[config.mk]
export PLATFORM = sky130hd
export DESIGN_NAME = pipeline_wb_arbiter
export DESIGN_NICKNAME = d
export VERILOG_FILES = /design/src/rtl/pipeline_pkg.sv /design/src/rtl/wb_result_fifo.sv /design/src/rtl/pipeline_wb_arbiter.sv
export SDC_FILE = /design/constraint.sdc
export NUM_CORES = 1
export LEC_CHECK = 0
export CAP_MARGIN = 5
export CORE_MARGIN = 1.5
export CORE_UTILIZATION = 49
export CTS_BUF_LIST = sky130_fd_sc_hd__clkbuf_16
export CTS_CLUSTER_SIZE = 25
export DETAILED_ROUTE_END_ITERATION = 7
export PLACE_DENSITY = 0.76
export SETUP_SLACK_MARGIN = 0.05
export SYNTH_ARGS = -nofsm -noshare
export SYNTH_HDL_FRONTEND = slang
export SYNTH_SLANG_ARGS = --single-unit
[constraint.sdc]
create_clock -name clk -period 2.6 [get_ports clk]
set_clock_uncertainty 0.15 [all_clocks]
set_input_delay 0.39 -clock clk [delete_from_list [all_inputs] [get_ports clk]]
set_output_delay 0.39 -clock clk [all_outputs]
set_load 0.1 [all_outputs]
[src/rtl/pipeline_pkg.sv]
// ---------------------------------------------------------------------------
// pipeline_pkg
// Shared types and constants for the register-file writeback path.
//   XLEN        : datapath width of the integer register file
//   REG_ADDR_W  : register index width
//   wb_entry_t  : one buffered writeback (destination + value)
//   gnt_e       : which source owns the register-file write port this cycle
// ---------------------------------------------------------------------------
package pipeline_pkg;

   localparam int XLEN       = 32;
   localparam int REG_ADDR_W = 5;

   typedef struct packed {
      logic [REG_ADDR_W-1:0] rd;
      logic [XLEN-1:0]       data;
   } wb_entry_t;

   typedef enum logic [1:0] {
      GNT_NONE = 2'd0,
      GNT_PIPE = 2'd1,
      GNT_FIFO = 2'd2
   } gnt_e;

endpackage : pipeline_pkg

[src/rtl/wb_result_fifo.sv]
// ---------------------------------------------------------------------------
// wb_result_fifo
// Synchronous FIFO of wb_entry_t holding MDU results until the register-file
// write port is free. Head entry is visible combinationally on dout.
// Ports:
//   clk, rst_n   : clock, asynchronous active-low reset (pointers/count only)
//   push, din    : write an entry (ignored when full)
//   pop          : drop the head entry (ignored when empty)
//   dout         : current head entry
//   full, empty  : occupancy flags derived from the registered count
//   count        : registered occupancy, 0..DEPTH
// ---------------------------------------------------------------------------
module wb_result_fifo
   import pipeline_pkg::*;
#(
   parameter int DEPTH = 4
) (
   input  logic                     clk,
   input  logic                     rst_n,
   input  logic                     push,
   input  wb_entry_t                din,
   input  logic                     pop,
   output wb_entry_t                dout,
   output logic                     full,
   output logic                     empty,
   output logic [$clog2(DEPTH):0]   count
);

   localparam int PTR_W = $clog2(DEPTH);
   localparam int CNT_W = PTR_W + 1;

   wb_entry_t          mem [DEPTH];
   logic [PTR_W-1:0]   wr_ptr;
   logic [PTR_W-1:0]   rd_ptr;
   logic [CNT_W-1:0]   cnt_q;
   logic               do_push;
   logic               do_pop;

   assign full    = (cnt_q == CNT_W'(DEPTH));
   assign empty   = (cnt_q == '0);
   assign do_push = push & ~full;
   assign do_pop  = pop & ~empty;
   assign dout    = mem[rd_ptr];
   assign count   = cnt_q;

   // Storage carries no reset: stale entries are unreachable once the
   // pointers and count are cleared.
   always_ff @(posedge clk) begin
      if (do_push) begin
         mem[wr_ptr] <= din;
      end
   end

   // Pointers are exactly log2(DEPTH) bits so they wrap on their own; the
   // separate count tells full apart from empty.
   always_ff @(posedge clk or negedge rst_n) begin
      if (!rst_n) begin
         wr_ptr <= '0;
         rd_ptr <= '0;
         cnt_q  <= '0;
      end else begin
         if (do_push) wr_ptr <= wr_ptr + 1'b1;
         if (do_pop)  rd_ptr <= rd_ptr + 1'b1;
         case ({do_push, do_pop})
            2'b10:   cnt_q <= cnt_q + 1'b1;
            2'b01:   cnt_q <= cnt_q - 1'b1;
            default: cnt_q <= cnt_q;
         endcase
      end
   end

endmodule : wb_result_fifo

[src/rtl/pipeline_wb_arbiter.sv]
// ---------------------------------------------------------------------------
// pipeline_wb_arbiter
// Owns the single register-file write port and shares it between the
// in-order WB stage (priority) and out-of-band MDU results, which wait in a
// small FIFO. If a non-empty FIFO loses arbitration STARVE_MAX edges in a
// row, the WB stage is stalled for one cycle so the head entry drains.
//
// Ports:
//   clk, rst_n          : clock, asynchronous active-low reset
//   pipe_valid/we/rd/data: retiring WB-stage instruction
//   pipe_stall          : WB stage must hold; pipe_* not consumed
//   mdu_valid/rd/data   : MDU result offer
//   mdu_ready           : FIFO has room (registered state only)
//   rf_we/waddr/wdata   : registered register-file write port
//   pend_count          : registered FIFO occupancy
//
// Optional feature (macro WB_ARB_PERF_EN):
//   perf_stall_cnt      : edges on which pipe_stall was high
//   perf_mdu_wr_cnt     : edges on which the FIFO head was written
// ---------------------------------------------------------------------------
module pipeline_wb_arbiter
   import pipeline_pkg::*;
#(
   parameter int DEPTH      = 4,
   parameter int STARVE_MAX = 8
) (
   input  logic                     clk,
   input  logic                     rst_n,
   input  logic                     pipe_valid,
   input  logic                     pipe_we,
   input  logic [REG_ADDR_W-1:0]    pipe_rd,
   input  logic [XLEN-1:0]          pipe_data,
   output logic                     pipe_stall,
   input  logic                     mdu_valid,
   output logic                     mdu_ready,
   input  logic [REG_ADDR_W-1:0]    mdu_rd,
   input  logic [XLEN-1:0]          mdu_data,
   output logic                     rf_we,
   output logic [REG_ADDR_W-1:0]    rf_waddr,
   output logic [XLEN-1:0]          rf_wdata,
`ifdef WB_ARB_PERF_EN
   output logic [31:0]              perf_stall_cnt,
   output logic [31:0]              perf_mdu_wr_cnt,
`endif
   output logic [$clog2(DEPTH):0]   pend_count
);

   localparam logic [7:0] STARVE_LAST = 8'(STARVE_MAX - 1);

   wb_entry_t  fifo_din;
   wb_entry_t  fifo_head;
   logic       fifo_full;
   logic       fifo_empty;
   logic       fifo_push;
   logic       fifo_pop;
   gnt_e       gnt;
   logic [7:0] starve_cnt;
   logic       force_q;

   // Results for x0 are accepted (handshake completes) but never stored.
   assign mdu_ready = ~fifo_full;
   assign fifo_push = mdu_valid & mdu_ready & (mdu_rd != '0);
   assign fifo_din  = '{rd: mdu_rd, data: mdu_data};
   assign fifo_pop  = (gnt == GNT_FIFO);

   wb_result_fifo #(
      .DEPTH (DEPTH)
   ) u_fifo (
      .clk   (clk),
      .rst_n (rst_n),
      .push  (fifo_push),
      .din   (fifo_din),
      .pop   (fifo_pop),
      .dout  (fifo_head),
      .full  (fifo_full),
      .empty (fifo_empty),
      .count (pend_count)
   );

   // Stall comes only from registered state so it never loops back through
   // the WB stage's own valid.
   always_comb begin
      gnt        = GNT_NONE;
      pipe_stall = 1'b0;
      if (force_q && !fifo_empty) begin
         gnt        = GNT_FIFO;
         pipe_stall = 1'b1;
      end else if (pipe_valid) begin
         gnt = GNT_PIPE;
      end else if (!fifo_empty) begin
         gnt = GNT_FIFO;
      end
   end

   // Starvation tracking: force is a one-cycle pulse, raised on the edge
   // that completes STARVE_MAX consecutive losses.
   always_ff @(posedge clk or negedge rst_n) begin
      if (!rst_n) begin
         starve_cnt <= '0;
         force_q    <= 1'b0;
      end else begin
         force_q <= 1'b0;
         if ((gnt == GNT_PIPE) && !fifo_empty) begin
            if (starve_cnt == STARVE_LAST) begin
               starve_cnt <= '0;
               force_q    <= 1'b1;
            end else begin
               starve_cnt <= starve_cnt + 8'd1;
            end
         end else begin
            starve_cnt <= '0;
         end
      end
   end

   // Write port register: address/data hold when nothing is granted.
   always_ff @(posedge clk or negedge rst_n) begin
      if (!rst_n) begin
         rf_we    <= 1'b0;
         rf_waddr <= '0;
         rf_wdata <= '0;
      end else begin
         case (gnt)
            GNT_PIPE: begin
               rf_we    <= pipe_we & (pipe_rd != '0);
               rf_waddr <= pipe_rd;
               rf_wdata <= pipe_data;
            end
            GNT_FIFO: begin
               rf_we    <= 1'b1;
               rf_waddr <= fifo_head.rd;
               rf_wdata <= fifo_head.data;
            end
            default: begin
               rf_we    <= 1'b0;
            end
         endcase
      end
   end

`ifdef WB_ARB_PERF_EN
   always_ff @(posedge clk or negedge rst_n) begin
      if (!rst_n) begin
         perf_stall_cnt  <= '0;
         perf_mdu_wr_cnt <= '0;
      end else begin
         if (pipe_stall)        perf_stall_cnt  <= perf_stall_cnt + 32'd1;
         if (gnt == GNT_FIFO)   perf_mdu_wr_cnt <= perf_mdu_wr_cnt + 32'd1;
      end
   end
`endif

endmodule : pipeline_wb_arbiter

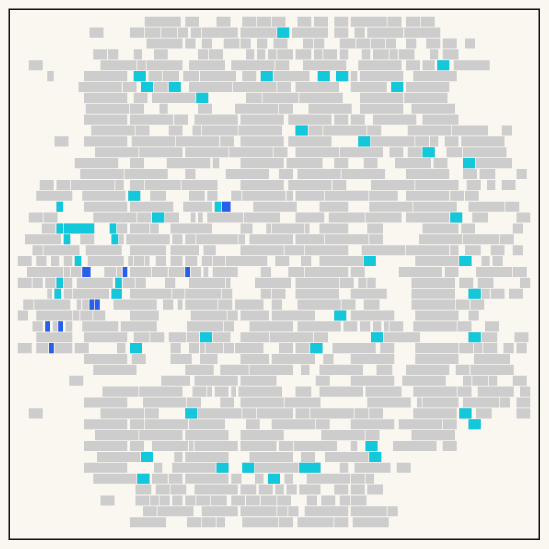
run_1/gates.png
(4 px per um)
nor cells -> blue  # cells 9, where west
aoi and oai cells -> cyan  # cells 49, where spread over the die

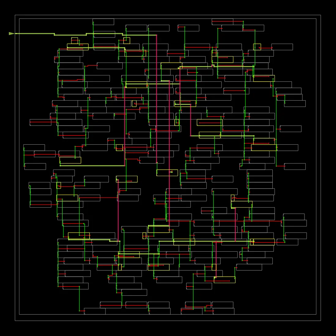
run_1/clock_nets.png
Clk power: 2850 uW
flop count: 202
CTS buffer count: 21
clock sinks: 202
clk_buf instances: 21

==> results.yml, run 1 <==
# synthesis and place-and-route metrics
synthesis:
  fa_ha_area_share_pct: 1.47
  postSynthAreaPerCell_um2: 16.8
  top_cell_area_share_pct: 54.4
  synth-simple-area-share_pct: 5.24
  logic_family: "multiplexers"
  ys_types: 34
  mux_share_pct: 14.2
timing:
  fmax_ghz: 0.396
  grt_setup_unrepaired: "yes"
  slew_violations: 0
final_layout:
  drive_gt1_share_pct: 26.3
  comb_area_share_pct: 21.4
  regArea_mm2: 0.00581
  comb_cells: 251
status:
  status: "finished clean"
clocking:
  cts_resized: 0
placement:
  place.gp.congestion: 0.865
power_and_ir_drop:
  power_frac_comb_pct: 42.7
  p_int_uw: 7870
  total_power_uw: 13400
worst_setup_path:
  worstSetupPathType: "flip-flop to flip-flop"
grt:
  grt_pass1_vias: 5189
  busiest_layer: "met2"
  gr-usage-met2_pct: 36.6
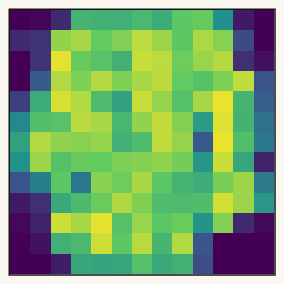
run_1/util_map.png
(2 px per um) The die is cut into 13 by 13 equal tiles; dark purple is low, yellow is high, 0 to 100% covered.
tiles over 75% full = 42%
fullest tile = 97%
nearly empty tiles = 8.9%

-- run 1: final timing paths --
kind / endpoint / start / slack (ns)
max reg2reg: rf_wdata[19] / u_fifo.count[0] / 0.07
min reg2reg: starve_cnt[0] / starve_cnt[0] / 0.30
min in group clk: starve_cnt[0] / starve_cnt[0] / 0.30
max in group asynchronous: u_fifo.count[0] / rst_n / 1.38
min: rf_wdata[14] / rst_n / 0.28
max: rf_wdata[19] / u_fifo.count[0] / 0.07
-- run 1: power groups by stage --
| stage | clock [uW] | combinational [uW] | sequential (uW) |
|---|---|---|---|
| after floorplan | 0 | 1910 | 7020 |
| after global placement | 0 | 5580 | 4830 |
| after detailed placement | 0 | 5660 | 4880 |
| after CTS | 2910 | 5690 | 4820 |
| after global routing | 3030 | 5950 | 4900 |
| final | 2850 | 5700 | 4810 |
-- run 1: registers in the layout, indices dropped and copies added, names as in the netlist --
| register | flops |
|---|---|
| force_q | 1 |
| rf_waddr | 5 |
| rf_wdata | 32 |
| rf_we | 1 |
| starve_cnt | 8 |
| u_fifo.count | 3 |
| u_fifo.mem | 148 |
| u_fifo.rd_ptr | 2 |
| u_fifo.wr_ptr | 2 |
-- run 1: synth_stat cells --
cell type and n:
mux2_4 1, buf_4 6, o221ai_1 36, mux2_2 36
nand4_1 1, edfxtp_1 148, o31a_1 1, buf_2 7
xor2_1 5, nand2b_1 38, dfrtp_1 54, nand3_1 4
or4_1 2, mux4_2 1, or3_1 4, fa_1 1
o211ai_1 1, a21oi_1 6, nor2_1 7, nor2b_1 1
clkbuf_1 11, and2_2 4, ha_1 8, o211a_4 1
xnor2_1 4, or3b_2 1, nand2_1 6, nor4_1 1
o21ai_0 5, mux2i_1 72, inv_1 10, or4_4 1
o31ai_4 1, and2_1 2
run_1/port_trees.png
(3 px per um)
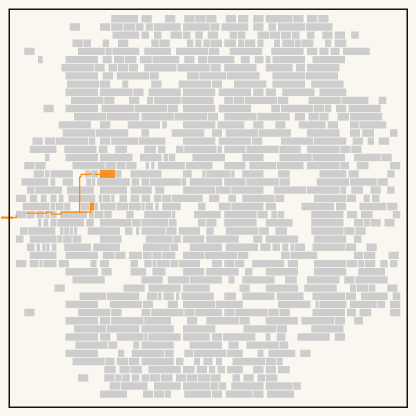

--- run 2 (diff from run 1) ---
--- a/config.mk
+++ b/config.mk
@@ -12,6 +12,7 @@
 export CTS_CLUSTER_SIZE = 25
 export DETAILED_ROUTE_END_ITERATION = 7
 export PLACE_DENSITY = 0.76
+export REMOVE_ABC_BUFFERS = 1
 export SETUP_SLACK_MARGIN = 0.05
 export SYNTH_ARGS = -nofsm -noshare
 export SYNTH_HDL_FRONTEND = slang
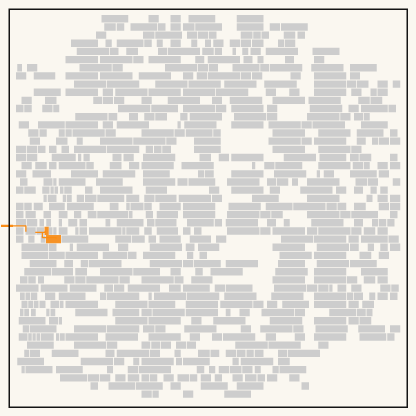
run_2/port_trees.png
(3 px per um)
pipe_valid -> orange  # bits 1, direction input, edge west, end cells 2, buffers 1, wire 17.1 um

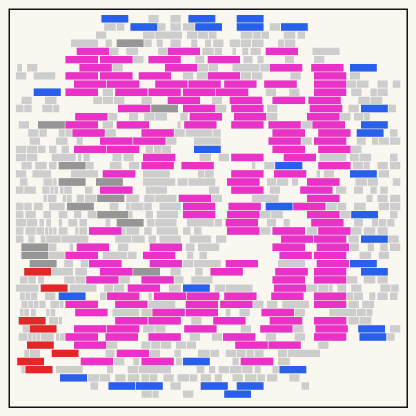
run_2/ff_map.png
(3 px per um) Other sequential cells in the stronger grey, the rest of the logic in the fainter grey.
rf_wdata -> blue  # flops 32, where spread over the die
starve_cnt -> red  # flops 8, where south-west
u_fifo.mem -> magenta  # flops 148

==> run 2 against run 1 <==
- die area is the same
- routed wire length shrank 8.3%
- combinational power shrank 1%
- setup slack gained 0.047 ns
- synthesized cell count is the same
- cell count shrank 0.23%
- clock-buffer cell count is the same
- sequential power shrank 3%
- via count shrank 2.8%
- critical path type is now primary input to flip-flop
- highest routed layer unchanged
==> results.yml, run 2 <==
# synthesis and place-and-route metrics
status:
  status: "finished clean"
final_layout:
  drive_gt1_share_pct: 25.0
  lay_top_count: "edfxtp_1"
  reg_top3: "u_fifo.mem (148), rf_wdata (32), starve_cnt (8)"
  regMostFlops: "u_fifo.mem"
  layout.nets: 729
  largest_reg_flops: 148
synthesis:
  syn_inst: 487
  ys_cells: 487
  async_flop_share_pct: 26.7
  ys_seq_share_pct: 70.9
  flop_cell: "edfxtp_1"
  top_cell_area_share_pct: 54.4
  synthMostInstantiatedCell: "edfxtp_1"
  postSynthAreaPerCell_um2: 16.8
  ys_types: 34
  edf_count: 148
  common_cells: "edfxtp_1, mux2i_1, dfrtp_1"
worst_setup_path:
  r2r_start: "u_fifo.count[2]"
  worstSetupPathType: "primary input to flip-flop"
  endpoint: "u_fifo.count[2]"
  critPathLaunch: "mdu_rd[0]"
  r2r_slack_ns: 0.15
  timing.rr.end: "u_fifo.count[2]"
grt:
  gr-usage-met2_pct: 31.7
  grt.met3_usage_pct: 4.00
  grt_pass1_vias: 4809
  busiest_layer: "met2"
  grt_max_degree: 55
die:
  die_w_um: 132
  fp_util_pct: 49.8
  io_pins: 122
timing:
  slew_violations: 0
  fin_crit_sh_pct: 95.4
  grt_setup_unrepaired: "no"
  setup_violations: 0
  fmax_ghz: 0.403
placement:
  place.gp.congestion: 0.755
power_and_ir_drop:
  total_power_uw: 13100
  cellPowerDensity_mw_per_mm2: 1250
clocking:
  clkSinkCount: 202
  cts_inserted_buffers: 20
route:
  ant_nets: 0
[run 2: what timing repair did]
| item | 4_1_cts | 5_1_grt |
|---|---|---|
| pin swaps | 0 | 8 |
| gates cloned | 0 | 0 |
| endpoints found under the hold margin | 54 | 0 |
| setup buffers | 0 | 0 |
| gates resized | 3 | 9 |
| endpoints found under the setup margin | 2 | 11 |
| hold buffers | 1 | 0 |
[run 2: critical path: stages]
cell and delay (ns):
clkdlybuf4s50_1 0.44, or4_4 0.54, o211a_4 0.24, inv_1 0.06
ha_2 0.19, inv_2 0.05, fa_2 0.35, xor2_1 0.17
nor2_1 0.12, xor2_1 0.17
[run 2: stage by stage]
step                setup slack, ns  util [%]  instances  TNS (ns)  hold slack, ns
floorplan                     -1.66         -        463   -125.49         -0.0556
global placement             -0.240      60.0        838    -0.296           0.270
detailed placement           -0.322      60.0        838    -0.442           0.279
CTS                          0.0575      64.1        873         0           0.308
global route                 0.0470      64.3        873         0           0.326
finish                        0.120      64.3        874         0           0.297
[run 2: logic make-up after synthesis]
logic type / Yosys count / synth area share, %
muxes: 110 / 14.2
buffers and inverters: 34 / 1.94
AOI/OAI and AO/OA: 51 / 5.21
DFF: 202 / 70.9
and+or+nand+nor: 72 / 5.24
adders and majority gates: 9 / 1.47
xor gates and xnor gates: 9 / 0.965
[run 2: area by class of cell]
type / count / area (um2)
Antenna cell: 1 / 2.50
Clock buffer: 21 / 526
Clock inverter: 13 / 129
Fill cell: 1148 / 5860
Inverter: 10 / 37.5
Multi-Input combinational cell: 251 / 2260
Sequential cell: 202 / 5800
Tap cell: 220 / 275
Timing Repair Buffer: 156 / 1510
[run 2: where the power goes]
part	switching (uW)	internal (uW)
logic	3900	1740
clock network	1100	1740
registers	326	4340
total	5330	7820
run_2/clock_nets.png
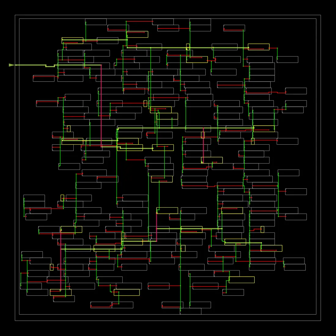

--- run 3 (diff from run 2) ---
--- a/config.mk
+++ b/config.mk
@@ -5,8 +5,7 @@
 export SDC_FILE = /design/constraint.sdc
 export NUM_CORES = 1
 export LEC_CHECK = 0
-export CAP_MARGIN = 5
-export CORE_MARGIN = 1.5
+export CAP_MARGIN = 20
 export CORE_UTILIZATION = 49
 export CTS_BUF_LIST = sky130_fd_sc_hd__clkbuf_16
 export CTS_CLUSTER_SIZE = 25
==> constraint.sdc (replaced) <==
create_clock -name clk -period 2.6 [get_ports clk]
set_clock_uncertainty 0.15 [all_clocks]
set_input_delay 0.52 -clock clk [delete_from_list [all_inputs] [get_ports clk]]
set_output_delay 0.52 -clock clk [all_outputs]
set_load 0.1 [all_outputs]
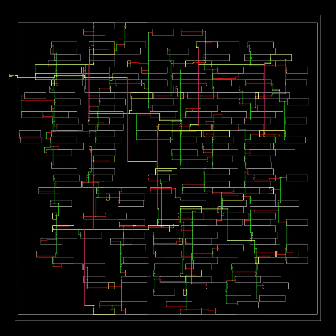
run_3/clock_nets.png
Insertion Delay late pin: 0.48 ns
Clk power: 2900 uW

==> run 3 against run 2 <==
- hold slack got worse by 0.049 ns
- combinational power increased by 1%
- die area down 1.5%
- maximum frequency is 0.51% higher
- routed wire length up 3.5%
- non-clock buffer count is 5 higher
- sequential cell count stayed put
- critical endpoint unchanged
==> results.yml, run 3 <==
# synthesis and place-and-route metrics
synthesis:
  ys_types: 34
  ys_cells: 487
  flop_cell: "edfxtp_1"
  postSynthAreaPerCell_um2: 16.8
  common_cells: "edfxtp_1, mux2i_1, dfrtp_1"
  async_flop_share_pct: 26.7
  syn_inst: 487
  top_cell_area_share_pct: 54.4
  edf_count: 148
final_layout:
  nClkBuffers: 21
  flops: 202
  regMostFlops: "u_fifo.mem"
  n_fill_cell: 1092
  seqAreaFraction_pct: 54.9
  clock_area_share_pct: 6.36
  layout.nets: 735
  antenna_cells: 0
  inverters: 10
  comb_cells: 251
  bufAreaShareNonClock_pct: 14.5
  dominant_cells: "registers"
clocking:
  cts_inserted_buffers: 21
grt:
  grt.met3_usage_pct: 3.36
  grt_max_degree: 40
  busiest_layer: "met2"
  grt_pass1_vias: 4935
  gr-usage-met2_pct: 34.0
power_and_ir_drop:
  cellPowerDensity_mw_per_mm2: 1250
  total_power_uw: 13200
placement:
  placed_cells: 838
die:
  tapCellCount: 216
  die_w_um: 131
  fp_util_pct: 50.9
timing:
  fin_crit_sh_pct: 94.9
  fmax_ghz: 0.405
  finalSetupTns_ns: 0
  grt_setup_unrepaired: "no"
worst_setup_path:
  worstSetupPathType: "primary input to flip-flop"
  critPathMaxStageDelay_ns: 0.49
  critPathSlowestCell: "or4_4"
  worst-path-buf-inv: 3
  path_depth: 10
  cp_top_family: "simple AND/OR/NAND/NOR gates"
status:
  status: "finished clean"
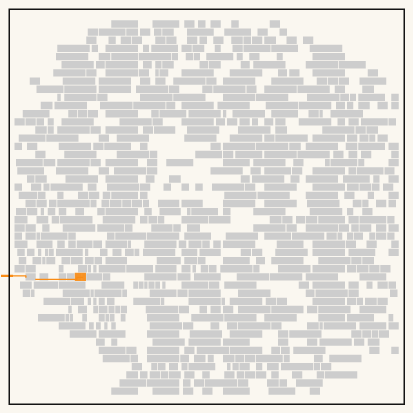
run_3/port_trees.png
(3 px per um)
pipe_valid -> orange  # bits 1, direction input, edge west, end cells 2, buffers 1, wire 21.8 um

run 3: cell counts after synthesis:
Identical to the previous run, type by type.
run 3: power by group:
part           internal (uW)  switching, uW  total (uW)
combinational           1750           3960        5710
clock                   1760           1140        2900
sequential              4340            305        4640
total                   7850           5400       13200
run 3: final timing paths:
check | from | end | slack, ns
worst min-delay path | mdu_rd[0] | u_fifo.mem[0][32] | 0.25
max in group asynchronous | rst_n | u_fifo.rd_ptr[0] | 1.21
worst max-delay path | mdu_rd[2] | u_fifo.count[2] | 0.13
worst max register to register | u_fifo.count[1] | rf_wdata[25] | 0.14
min in group asynchronous | rst_n | rf_wdata[6] | 0.46
worst min register to register | starve_cnt[0] | starve_cnt[0] | 0.31
run 3: logic make-up (layout without fill, tap and decap cells):
| logic type | Yosys count | in the layout | synth area share, % |
|---|---|---|---|
| DFF | 202 | 202 | 70.9 |
| muxes | 110 | 110 | 14.2 |
| and+or+nand+nor | 72 | 72 | 5.24 |
| AOI/OAI and AO/OA | 51 | 51 | 5.21 |
| buffers and inverters | 34 | 208 | 1.94 |
| adders and majority gates | 9 | 9 | 1.47 |
| xor gates and xnor gates | 9 | 9 | 0.965 |
run 3: metrics by stage:
step                      util [%]  setup WS, ns  cell area (um2)
after global placement        61.3        -0.353             9840
after detailed placement      61.3        -0.457             9840
after floorplan                  -         -1.66             8050
final                         65.7         0.133            10600
after CTS                     65.6        0.0539            10500
after global routing          65.7        0.0464            10600
run 3: repair_timing:
item | CTS | global route
resized | 5 | 7
endpoints found under the hold margin | 23 | 0
endpoints found under the setup margin | 2 | 10
gates cloned | 0 | 0
hold buffers | 1 | 0
buffers inserted | 0 | 1
pin swaps | 1 | 3
Power figures rest on the tool's default switching activity, not on a simulated workload.
